==> config.mk <==
export PLATFORM = sky130hd
export DESIGN_NAME = hd44780_responder
export DESIGN_NICKNAME = d
export VERILOG_FILES = /design/src/rtl/hd44780_responder.sv
export SDC_FILE = /design/constraint.sdc
export NUM_CORES = 1
export LEC_CHECK = 0
export ABC_AREA = 1
export CORE_ASPECT_RATIO = 0.6
export CORE_MARGIN = 2
export CORE_UTILIZATION = 45
export DETAILED_ROUTE_END_ITERATION = 7
export PLACE_DENSITY = 0.66
export SLEW_MARGIN = 20
export SYNTH_ARGS = -nofsm -noshare
export SYNTH_HDL_FRONTEND = slang
export SYNTH_SLANG_ARGS = --single-unit
export TNS_END_PERCENT = 100
==> constraint.sdc <==
create_clock -name clk -period 7.14 [get_ports clk]
set_input_delay 0.714 -clock clk [delete_from_list [all_inputs] [get_ports clk]]
set_output_delay 0.714 -clock clk [all_outputs]
set_load 0.05 [all_outputs]
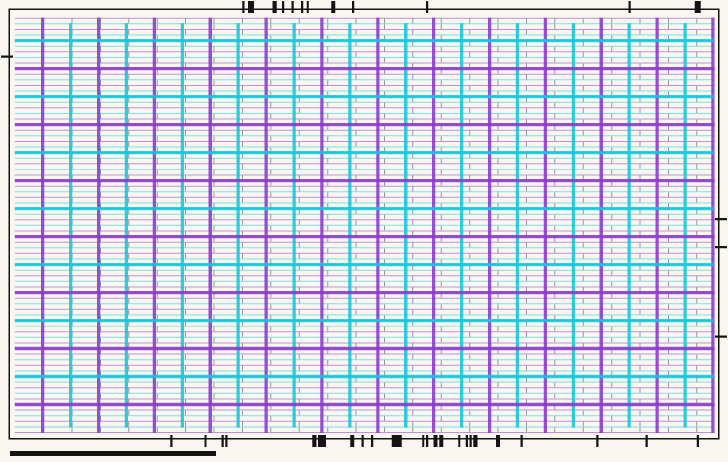
(images/floorplan.png)
The bar under the picture is 100 um long. Pins as bars on the die edge. Tap cells in grey.
| net | colour |
|---|---|
| VDD | cyan |
| VSS | purple |
met1 rails: 75
tap cells: 912
Core Area: 68330 um2
die x size: 344.0 um
Die Height: 208.0 um
maximum vdd drop: 156.5 uV

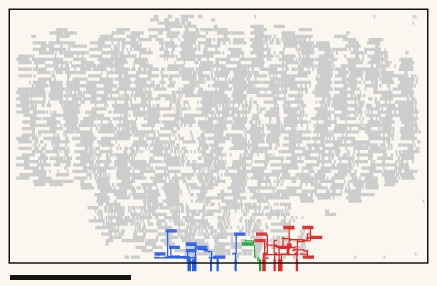
(images/port_trees.png)
The bar under the picture is 100 um long.
| port | colour | bits | direction | edge | end cells | buffers | wire |
|---|---|---|---|---|---|---|---|
| lcd_data_i | blue | 8 | input | bottom | 8 | 8 | 222 um |
| disp_shift | red | 6 | output | bottom | 6 | 6 | 349 um |
| disp_on | green | 1 | output | bottom | 1 | 1 | 28.3 um |
PortBufs: 48
# IOs: 58

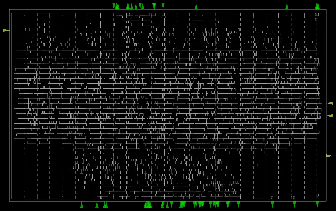
(images/placed.png)
Cell Count, Final, Fillers Out: 3853
Final Util: 50.87%

==> impl_metrics.tcl <==
# flow metrics
set metrics [dict create \
    status "completed" \
    synth_area_um2 31210 \
    first_pass_iters 6 \
    path_depth 11 \
    logic_area_um2 8707 \
    setup_violations 0 \
    drt_iter0_drc 2829 \
    warning_count 42 \
    synthTopCellsByArea "edfxtp_1, nand2_1, dfrtp_1, nand3_1, nor2_1" \
    n_antenna_cell 0 \
    arrival_ns 4.19 \
    r2r_cells 11 \
    ys_seq_share_pct 68.80 \
    regArea_um2 21470 \
    flop_cell "edfxtp_1" \
    post_cts_resize_count 0 \
    drc 0 \
    tightest_slew_ns 1.148 \
    hp-class "input pin to async pin" \
    areaGrowthSynthToFinish_pct 11.37 \
    grt_pass1_wl_um 124500 \
    grt_max_degree 200 \
    cts.sinks 730 \
    worstSetupEndpointType "flip-flop" \
    fin_skew_ns 0.02774 \
    cts_tree "yes" \
    drive_gt1_share_pct 6.018 \
    largest_register_ffs 640 \
    chipArea_um2 71550 \
    synth.avg_cell_area_um2 10.80 \
    ff2ff_setup_slack_ns 3.19 \
    synth_area_leader_cell "edfxtp_1" \
    cts_root_buf "clkbuf_16" \
    drv_slew 0 \
    period_minus_slack_ns 3.953 \
    fin_ws_ns 3.187 \
    ctsHtreeMaxLevel 3 \
    maxCapViolCount 0 \
    via_per_inst 5.612 \
    vias 21620 \
    finalSetupTns_ns 0 \
    grt_remaining_overflow 0 \
    worstSetupPathType "flip-flop to flip-flop" \
    fillers 5921 \
    worst_setup_path_start_kind "flip-flop" \
    finalCritPeriodShare_pct 55.37 \
    worstSkewPairLatency_ns 0.62 \
    cpPeakStageDelay_ns 0.71 \
    rsz0062_at_grt "false" \
    fp_util_pct 45.68 \
    crit_path_top_delay_cell "nor2_1" \
    max_slew_margin_pct 23.50 \
    rows 74 \
    edf_count 640 \
    worstPathRequired_ns 7.38 \
    grt_antenna_before_repair 0 \
    ys_cells 2890 \
    wl_per_cell_um 21.33 \
    powerDensity_nw_per_um2 252.9 \
    fmaxAchievable_mhz 252.9 \
    post-place-ws_ns 3.159 \
    grt_usage_pct 23.00 \
    cts_hold_buf 0 \
    grt_pass1_vias 20540 \
    synthCells 2890 \
    async_flop_share_pct 12.33 \
    synthTopCellsByCount "nand2_1, edfxtp_1, nor2_1, nand3_1, o21ai_0" \
    whs_ns 0.02619 \
    path_clk_slew_ns 0.06 \
    ys_area_um2 31210 \
    routabilityCongestion 0.9406 \
    layout.nets 2922 \
    most_common_cell "nand2_1" \
    top_cell_area_share_pct 61.58 \
    cp_max_fo 23 \
    hold_violations 0 \
    clk_path_buf_depth 3 \
    post_cts_buffers 0 \
    ant_nets 0 \
]
[through the flow]
step	cell area, um2	instances	total power (uW)	util (%)
floorplan	31240	2898	4975	-
global placement	32440	3725	5125	47.48
detailed placement	32440	3725	5129	47.48
CTS	34740	3852	8835	50.84
global route	34760	3853	9033	50.87
finish	34760	3853	8791	50.87
[worst register-to-register path: stages, from the launching register on]
cell,delay [ns]
dfrtp_1,0.51
inv_1,0.17
ha_1,0.31
nand2_1,0.06
o21ai_0,0.16
inv_1,0.15
nand2_2,0.08
nand2_4,0.11
nand3_4,0.35
o21ai_4,0.51
nand4_4,0.45
nor2_1,0.71
[final cells by class]
cell class | instances | share of cell area (%)
flip-flops and latches | 730 | 61.77
clock buffers | 83 | 5.360
repair buffers | 70 | 1.926
inverters | 124 | 1.375
multi-input cells | 1890 | 25.05
well taps | 912 | 3.283
clock inverters | 44 | 1.238
[per-layer routing]
| metal | global-route usage (%) | routed length [um] | vias up | part of all wire [%] |
|---|---|---|---|---|
| met3 | 6.999 | 10020 | 130 | 12 |
| met4 | 5.832 | 1766 | 2 | 2.1 |
| li1 | - | - | 9936 | - |
| met1 | 34.87 | 36210 | 10430 | 44 |
| met5 | 1.277 | 124 | - | 0.15 |
| met2 | 31.89 | 34080 | 1126 | 41 |
[logic make-up after synthesis]
kind of cell | Yosys count | share of synthesized area [%]
and+or+nand+nor | 1562 | 21.05
DFF | 730 | 68.80
AOI/OAI and AO/OA | 278 | 5.191
buffers and inverters | 278 | 3.612
xor gates and xnor gates | 25 | 0.7015
adders and majority gates | 16 | 0.6414
other | 1 | 0.01201
[power breakdown]
group,total (uW),switching (uW),leakage (uW),internal (uW)
registers,4600,8.47,0.00568,4590
logic,452,336,0.00551,115
clock network,3740,1610,0.00112,2130
[placed cells by master, fill, tap and decap left out, drive strengths merged, types with 2 or more instances in the layout]
| master | Yosys | layout |
|---|---|---|
| a21oi | 21 | 21 |
| a22oi | 6 | 6 |
| a31oi | 2 | 2 |
| buf | 50 | 26 |
| bufinv | 0 | 7 |
| clkbuf | 104 | 83 |
| clkdlybuf4s50 | 0 | 44 |
| clkinv | 3 | 29 |
| clkinvlp | 0 | 5 |
| conb | 1 | 9 |
| dfrtp | 89 | 89 |
| edfxtp | 640 | 640 |
| ha | 16 | 16 |
| inv | 121 | 127 |
| nand2 | 766 | 766 |
| nand3 | 353 | 353 |
| nand4 | 25 | 25 |
| nor2 | 403 | 403 |
| nor3 | 12 | 12 |
| o211ai | 5 | 5 |
| o21ai | 198 | 198 |
| o221ai | 33 | 33 |
| o22ai | 9 | 9 |
| o31ai | 2 | 2 |
| xnor2 | 4 | 4 |
| xor2 | 21 | 21 |
Power and IR drop assume default switching activity.
